## config.mk

```make
export PLATFORM = sky130hd
export DESIGN_NAME = cu_feeder
export DESIGN_NICKNAME = d
export VERILOG_FILES = /design/src/rtl/cu_feeder.sv
export SDC_FILE = /design/constraint.sdc
export NUM_CORES = 1
export LEC_CHECK = 0
export CAP_MARGIN = 5
export CORE_ASPECT_RATIO = 0.8
export CORE_UTILIZATION = 42
export CTS_CLUSTER_SIZE = 28
export DETAILED_ROUTE_END_ITERATION = 8
export PLACE_DENSITY = 0.79
export SYNTH_ARGS = -nofsm -noshare
export SYNTH_HDL_FRONTEND = slang
export SYNTH_SLANG_ARGS = --single-unit
```

## constraint.sdc

```tcl
create_clock -name clk -period 2.5 [get_ports clk]
set_clock_uncertainty 0.2 [all_clocks]
set_input_delay 0.5 -clock clk [delete_from_list [all_inputs] [get_ports clk]]
set_output_delay 0.5 -clock clk [all_outputs]
set_load 0.02 [all_outputs]
```

## src/rtl/cu_feeder.sv

```systemverilog
// cu_feeder: upstream stage of cu_engine. Takes 3-pixel column words from a
// valid/ready source and produces the registered column word plus the 9-bit
// PE enable mask that walks through the systolic fill, run and drain phases.
//
// Handshake: a column is consumed on a rising edge where in_valid and
// in_ready are both 1. in_ready depends only on the current state and never
// on in_valid. The source must hold in_data stable while in_valid=1 and
// in_ready=0.
module cu_feeder #(
    parameter int ROW_LEN = 8,
    parameter int CNT_W   = 8
) (
    input  logic        clk,
    input  logic        rst,
    input  logic        start,
    input  logic [23:0] in_data,
    input  logic        in_valid,
    output logic        in_ready,
    output logic [23:0] data_in,
    output logic [8:0]  pe_en_ctrl,
    output logic        busy,
    output logic        done
);

    typedef enum logic [1:0] {
        IDLE  = 2'd0,
        FILL  = 2'd1,
        RUN   = 2'd2,
        DRAIN = 2'd3
    } state_e;

    // Counter value of the final column of a pass.
    localparam logic [CNT_W-1:0] LAST_COL = CNT_W'(ROW_LEN - 1);

    state_e            state_q, state_d;
    logic [8:0]        mask_q, mask_d;
    logic [CNT_W-1:0]  cnt_q, cnt_d;
    logic [23:0]       data_q, data_d;
    logic [8:0]        pe_q, pe_d;
    logic              done_q, done_d;
    logic              accept;

    assign in_ready   = (state_q == FILL) || (state_q == RUN);
    assign accept     = in_valid & in_ready;
    assign busy       = (state_q != IDLE);
    assign data_in    = data_q;
    assign pe_en_ctrl = pe_q;
    assign done       = done_q;

    // Next-state and next-output logic; a stall drives pe_d to 0 so the PEs freeze.
    always_comb begin
        state_d = state_q;
        mask_d  = mask_q;
        cnt_d   = cnt_q;
        data_d  = data_q;
        pe_d    = 9'h000;
        done_d  = 1'b0;
        case (state_q)
            IDLE: begin
                data_d = 24'h0;
                if (start) begin
                    state_d = FILL;
                    mask_d  = 9'h000;
                    cnt_d   = '0;
                end
            end
            FILL, RUN: begin
                if (accept) begin
                    data_d = in_data;
                    mask_d = {mask_q[5:0], 3'b111};
                    pe_d   = mask_d;
                    cnt_d  = cnt_q + CNT_W'(1);
                    // Last column wins over the fill-complete transition.
                    if (cnt_q == LAST_COL) begin
                        state_d = DRAIN;
                    end else if (mask_d == 9'h1FF) begin
                        state_d = RUN;
                    end
                end
            end
            DRAIN: begin
                data_d = 24'h0;
                mask_d = {mask_q[5:0], 3'b000};
                pe_d   = mask_d;
                if (mask_d == 9'h000) begin
                    done_d  = 1'b1;
                    state_d = IDLE;
                end
            end
            default: begin
                state_d = IDLE;
            end
        endcase
    end

    // State and output registers with synchronous reset.
    always_ff @(posedge clk) begin
        if (rst) begin
            state_q <= IDLE;
            mask_q  <= 9'h000;
            cnt_q   <= '0;
            data_q  <= 24'h0;
            pe_q    <= 9'h000;
            done_q  <= 1'b0;
        end else begin
            state_q <= state_d;
            mask_q  <= mask_d;
            cnt_q   <= cnt_d;
            data_q  <= data_d;
            pe_q    <= pe_d;
            done_q  <= done_d;
        end
    end

endmodule
```

==> flow_summary.yaml, run 1 <==
# physical design summary
timing:
  fin_crit_ns: 2.33
  worstMarginPinSlew_ns: 0.470
  finalHoldViolCount: 0
  period_used_share: 0.934
  fin_ws_ns: 0.166
placement:
  gp_congestion: 0.853
  portBuffers: 63
worst_setup_path:
  cp_cell_sequence: "inv_1 > ha_1 > inv_1 > clkdlybuf4s50_1"
  r2r-end: "cnt_q[5]"
  required_ns: 1.80
  crit_end: "busy"
  cpMostUsedCell: "inv_1"
  crit_path_end_kind: "output port"
  path_max_fanout: 6
  r2r_cells: 7
  crit_type: "reg -> out"
  r2r_slack_ns: 0.36
  crit_path_start_kind: "flip-flop"
  reg2reg_from: "state_q[1]"
  cp_slowest_cell: "clkdlybuf4s50_1"
  critPathBufInv: 3
  slowest_delay_ns: 0.60
  crit_start: "state_q[0]"
  cp.depth: 4
logic_synthesis:
  syn_avg_cell_area_um2: 10.4
  mux_area_frac: 0.00719
  synth.distinct_cells: 35
  yosys.area_share.xor_xnor: 0
  syn_area_um2: 1570
  fp_nets: 181
  aoi_share: 0.247
  yosys_cells: 150
  ys.flops: 40
layout:
  seq_share: 0.347
  largest_class: "registers"
  area_growth_pct: 47.5
  final_cell_mix: "63 x clkdlybuf4s50_1, 40 x dfxtp_1, 24 x a22o_1, 8 x nand3_1, 8 x nand2_1"
  logic_area_um2: 672
  finalNonFillerCells: 254
  clkCellAreaFrac: 0.0466
  flop-count: 40
  layout.nets: 242
  largest_reg_flops: 24
  seq_area_um2: 801
  nonClkBufAreaFrac: 0.286
  fillerInstances: 270
detailed_routing:
  via_per_inst: 5.56
  drtPass1Iterations: 4
  wl_um: 4110
  drt_iter0_drc: 103
  wl_met3_um: 195
  ant_nets: 0
  wl_met2_um: 2150
  met1Wirelength_um: 1630
  vias: 1411
floorplanning:
  ios: 64
  die_h_um: 56.6
  die_width_um: 70.3
cts:
  htreeDepth: 2
  post-cts-setup-buffers: 0
  cts_tree: "built"
  root_buffer: "clkbuf_8"
  cts_hold_buf: 0
  cts_buffer_depth: 2
  cts_buffers: 5
min_path:
  worstHoldStart: "data_in[9]"
  holdCritPathClass: "reg -> reg"
  holdPathStages: 1
  holdPathEnd: "data_in[9]"
pwr:
  power-per-cell-area_nw_per_um2: 854
  switching_power_uw: 647
  peakVddDrop_v: 0.000475
  power_leader: "registers"
  powerComb_uw: 718
  p_total_uw: 1970
  intPower_uw: 1320
  power_leakage_uw: 0.000868
run_status:
  status: "finished clean"
flow_run:
  max_cap_viol_count: 0
  warnings: 27
global_route:
  use_met1: 0.253
  grt_pass1_vias: 1419
==> run 1: logic make-up (layout without fill, tap and decap cells) <==
| logic type | Yosys count | after routing |
|---|---|---|
| buf+inv | 17 | 79 |
| simple gates | 40 | 40 |
| mux | 1 | 1 |
| compound gates | 49 | 49 |
| fa+ha+maj | 3 | 3 |
| flops | 40 | 40 |
==> run 1: cell usage after synthesis, types with 3 or more instances <==
library cell / number / area share
o21ai_0: 4 / 0.013
nand2_1: 8 / 0.019
a21oi_1: 7 / 0.022
nand3_1: 8 / 0.026
ha_1: 3 / 0.024
a22o_1: 24 / 0.13
buf_2: 5 / 0.016
nor3_1: 3 / 0.0096
inv_1: 4 / 0.0096
nor2_1: 5 / 0.012
dfxtp_1: 40 / 0.51
a211oi_1: 3 / 0.014
buf_4: 6 / 0.029
or3_1: 3 / 0.012
Run 1, wiring by layer:
Scale bar: 20 um.
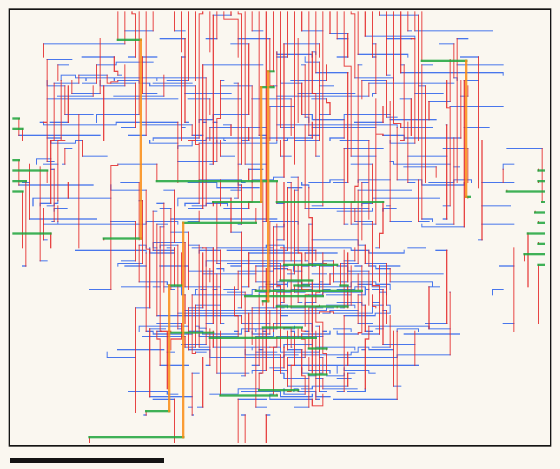
| colour | layer | wire length |
|---|---|---|
| orange | metal 4 | 133 um |
| green | metal 3 | 196 um |
| red | metal 2 | 2150 um |
| blue | metal 1 | 1630 um |

Run 1, logic cells by family:
Scale bar: 20 um.
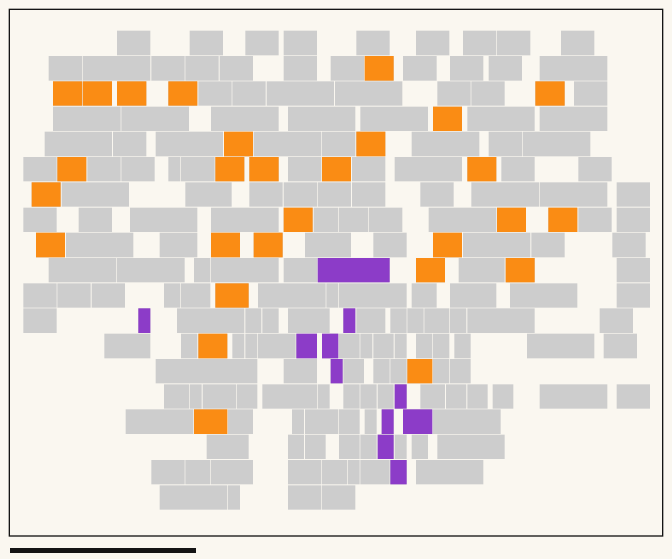
| colour | family | cells |
|---|---|---|
| orange | non-inverting ao/oa cells | 28 |
| purple | nor cells | 11 |

Run 1, routed clock nets over the placement:
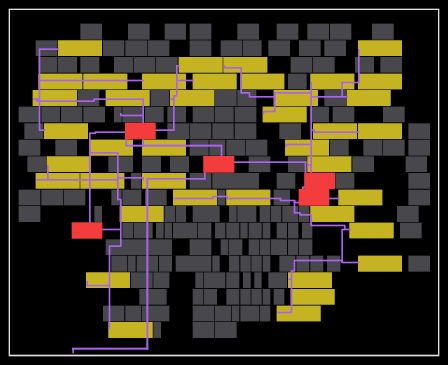
[yellow] flip-flops | count: 40
[red] clock drivers | count: 5
[purple] clock wires | length: 413 um
routed clock nets: 6

Run 1, cell density map:
7 x 6 tiles, from dark blue (low) to red (high), 0 to 100% covered.
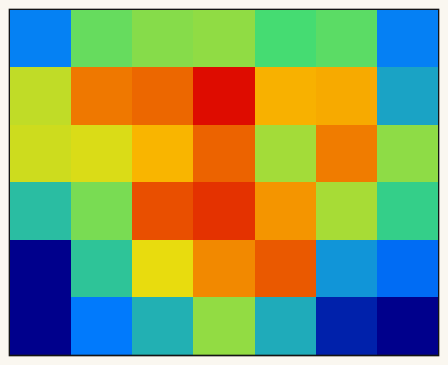
nearly empty tiles: 7.1%
fullest tile: 99%
mean over tiles: 57%
tiles over 75% full: 31%

==> run 2, diff against run 1 <==
--- a/config.mk
+++ b/config.mk
@@ -5,12 +5,14 @@
 export SDC_FILE = /design/constraint.sdc
 export NUM_CORES = 1
 export LEC_CHECK = 0
+export ABC_AREA = 1
 export CAP_MARGIN = 5
 export CORE_ASPECT_RATIO = 0.8
-export CORE_UTILIZATION = 42
+export CORE_MARGIN = 10
+export CORE_UTILIZATION = 43
 export CTS_CLUSTER_SIZE = 28
 export DETAILED_ROUTE_END_ITERATION = 8
-export PLACE_DENSITY = 0.79
+export PLACE_DENSITY = 0.8
 export SYNTH_ARGS = -nofsm -noshare
 export SYNTH_HDL_FRONTEND = slang
 export SYNTH_SLANG_ARGS = --single-unit
==> constraint.sdc (replaced) <==
create_clock -name clk -period 2.5 [get_ports clk]
set_clock_uncertainty 0.2 [all_clocks]
set_input_delay 0.5 -clock clk [delete_from_list [all_inputs] [get_ports clk]]
set_output_delay 0.5 -clock clk [all_outputs]
set_load 0.005 [all_outputs]
==> run 2 against run 1 <==
- critical path depth fell by 1
- largest cell class unchanged
- worst hold slack got worse by 0.013 ns
- setup slack got worse by 0.081 ns
- first-iteration DRC count fell by 38%
- synthesized cell count rose by 20%
- critical path type unchanged
- clock power rose by 11%
==> flow_summary.yaml, run 2 <==
# physical design summary
pwr:
  powerComb_uw: 647
  intPower_uw: 1360
  power_leakage_uw: 0.000911
  peakVddDrop_v: 0.000471
  power-per-cell-area_nw_per_um2: 823
floorplanning:
  ios: 64
  die_width_um: 89.1
detailed_routing:
  drt_iter0_drc: 64
  met1Wirelength_um: 1810
  via_per_inst: 5.11
  wl_met3_um: 361
worst_setup_path:
  path_max_fanout: 8
  crit_end: "in_ready"
  required_ns: 1.80
  crit_start: "state_q[0]"
  crit_path_end_kind: "output port"
  reg2reg_from: "state_q[0]"
  r2r_cells: 9
cts:
  cts_buffer_depth: 2
  post-cts-setup-buffers: 0
  cts_hold_buf: 0
  cts_tree: "built"
layout:
  clkCellAreaFrac: 0.0534
  layout.nets: 269
  largest_reg_flops: 24
  flop-count: 40
  seq_area_um2: 801
  fillerInstances: 300
min_path:
  holdPathEnd: "cnt_q[3]"
  holdPathStages: 2
run_status:
  status: "finished clean"
logic_synthesis:
  syn_avg_cell_area_um2: 9.11
  yosys.cell_count.top_type: "dfxtp_1"
  fp_nets: 211
  top_area_cell: "dfxtp_1"
  ys_top_cells_by_count: "40 x dfxtp_1, 26 x nand2_1, 24 x a32o_1, 18 x nor2_1, 14 x inv_1"
placement:
  portBuffers: 63
timing:
  fin_crit_ns: 2.42
flow_run:
  max_cap_viol_count: 0
  warnings: 27
==> run 2: netlist changes by cell type after synthesis, moves of 4 or more <==
cell	delta
nand2_1	+18
a32o_1	+24
inv_1	+10
nor2_1	+13
nand2_2	+4
a22o_1	-24
inv_2	+4
==> run 2: cells by family (layout without fill, tap and decap cells) <==
group / count (synthesis) / in the layout / synth area share
and+or+nand+nor: 61 / 61 / 0.170
buffers and inverters: 34 / 93 / 0.106
DFF: 40 / 40 / 0.488
AOI/OAI and AO/OA: 42 / 42 / 0.213
adders and majority gates: 3 / 3 / 0.0229
==> run 2: worst max-delay path, stage by stage (launching register included) <==
cell	delay [ns]
dfxtp_1	0.35
inv_1	0.05
ha_1	0.46
clkdlybuf4s50_1	0.57
Run 2, logic cells by family:
Scale bar: 20 um.
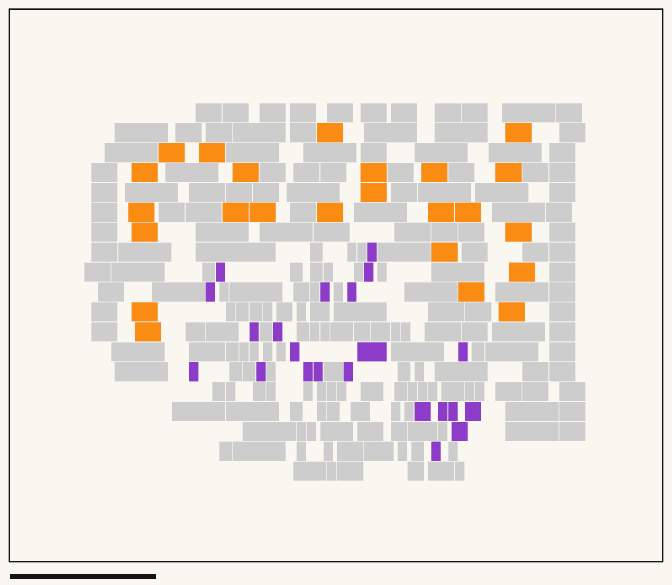
| colour | family | cells |
|---|---|---|
| purple | nor cells | 22 |
| orange | non-inverting ao/oa cells | 24 |

==> run 3, diff against run 2 <==
--- a/config.mk
+++ b/config.mk
@@ -12,6 +12,7 @@
 export CORE_UTILIZATION = 43
 export CTS_CLUSTER_SIZE = 28
 export DETAILED_ROUTE_END_ITERATION = 8
+export HOLD_SLACK_MARGIN = 0.02
 export PLACE_DENSITY = 0.8
 export SYNTH_ARGS = -nofsm -noshare
 export SYNTH_HDL_FRONTEND = slang
==> run 3 against run 2 <==
- non-clock buffer count is the same
- synthesized cell count unchanged
- register-to-register slack barely moved
- combinational power hardly changed
- synthesized area did not move
- sequential cell count unchanged
- design area is the same
- clock-buffer cell count is the same
- global-route usage stayed put
- sequential power about the same
- via count is the same
==> flow_summary.yaml, run 3 <==
# physical design summary
run_status:
  status: "finished clean"
logic_synthesis:
  ys_top_cells_by_count: "40 x dfxtp_1, 26 x nand2_1, 24 x a32o_1, 18 x nor2_1, 14 x inv_1"
  ys_top_logic_family: "AND-OR/OR-AND gates"
  synth_warnings: 0
  simple_gate_share: 0.170
  fp_nets: 211
  ys_sh_adder: 0.0229
  syn_avg_cell_area_um2: 9.11
  mux_area_frac: 0
  yosys.cell_count.top_type: "dfxtp_1"
layout:
  clkCellAreaFrac: 0.0534
  flop-count: 40
  largest_reg_flops: 24
  layout.nets: 269
  layout_top_cell: "clkdlybuf4s50_1"
  largest_class: "registers"
  seq_area_um2: 801
  fillerInstances: 300
worst_setup_path:
  cp_cell_sequence: "inv_1 > ha_1 > clkdlybuf4s50_1"
  required_ns: 1.80
  cp.depth: 3
  r2r_cells: 9
  critPathBufInv: 2
  cp_slowest_cell: "clkdlybuf4s50_1"
  crit_end: "in_ready"
  path_max_fanout: 8
  crit_path_end_kind: "output port"
  path_delay_family: "buffers and inverters"
  slowest_delay_ns: 0.57
  crit_start: "state_q[0]"
pwr:
  peakVddDrop_v: 0.000471
  power_leakage_uw: 0.000911
  power-per-cell-area_nw_per_um2: 823
floorplanning:
  fp_util: 0.463
  rows: 19
timing:
  worstMarginPinSlew_ns: 0.464
  fin_crit_ns: 2.42
  relSlewSlack: 0.690
cts:
  insertion_delay_ns: 0.28
  cts_buffer_depth: 2
  cts_tree: "built"
  post-cts-setup-buffers: 0
placement:
  portBuffers: 63
min_path:
  holdPathEnd: "cnt_q[3]"
  holdPathStages: 2
detailed_routing:
  via_per_inst: 5.11
flow_run:
  max_cap_viol_count: 0
==> run 3: power by group through the flow <==
stage / registers (uW) / clock network, uW / logic [uW]
after floorplan: 758 / 0 / 400
after global placement: 754 / 0 / 652
after detailed placement: 757 / 0 / 657
after CTS: 742 / 570 / 659
after global routing: 752 / 603 / 721
final: 743 / 559 / 647
==> run 3: per-layer routing <==
layer	global-route usage	up-vias	part of all wire
met1	0.143	646	0.46
met4	0.0528	0	0.011
li1	-	741	-
met2	0.186	47	0.44
met5	0	-	0
met3	0.0475	2	0.091
==> run 3: stage by stage <==
step	setup slack [ns]	cell area [um^2]	power [uW]
floorplan	0.827	1640	1160
global placement	0.386	2240	1410
detailed placement	0.377	2240	1410
CTS	0.0628	2370	1970
global route	0.000507	2370	2080
finish	0.0846	2370	1950
Run 3, routed clock nets over the placement:
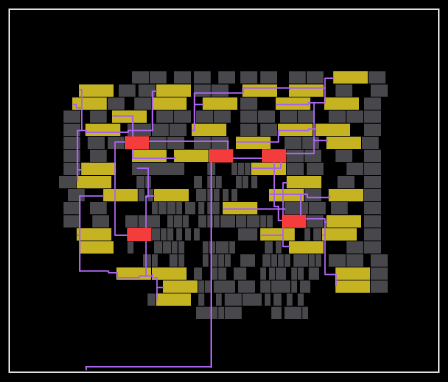
[red] clock drivers | count: 5
[purple] clock wires | length: 467 um
[yellow] flip-flops | count: 40
routed clock nets: 6


## Gallery

Routing congestion.
(a)
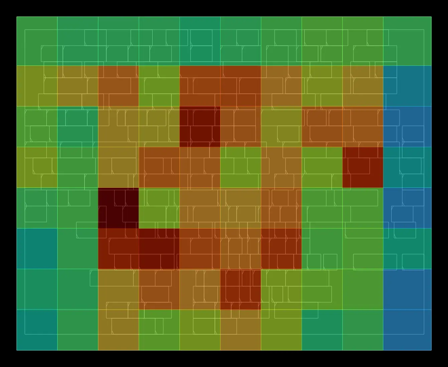
(b)
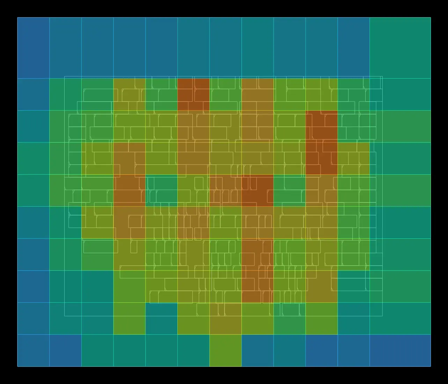
| picture | from |
|---|---|
| (a) | run 1 |
| (b) | run 3 |

Power and IR drop assume default switching activity.
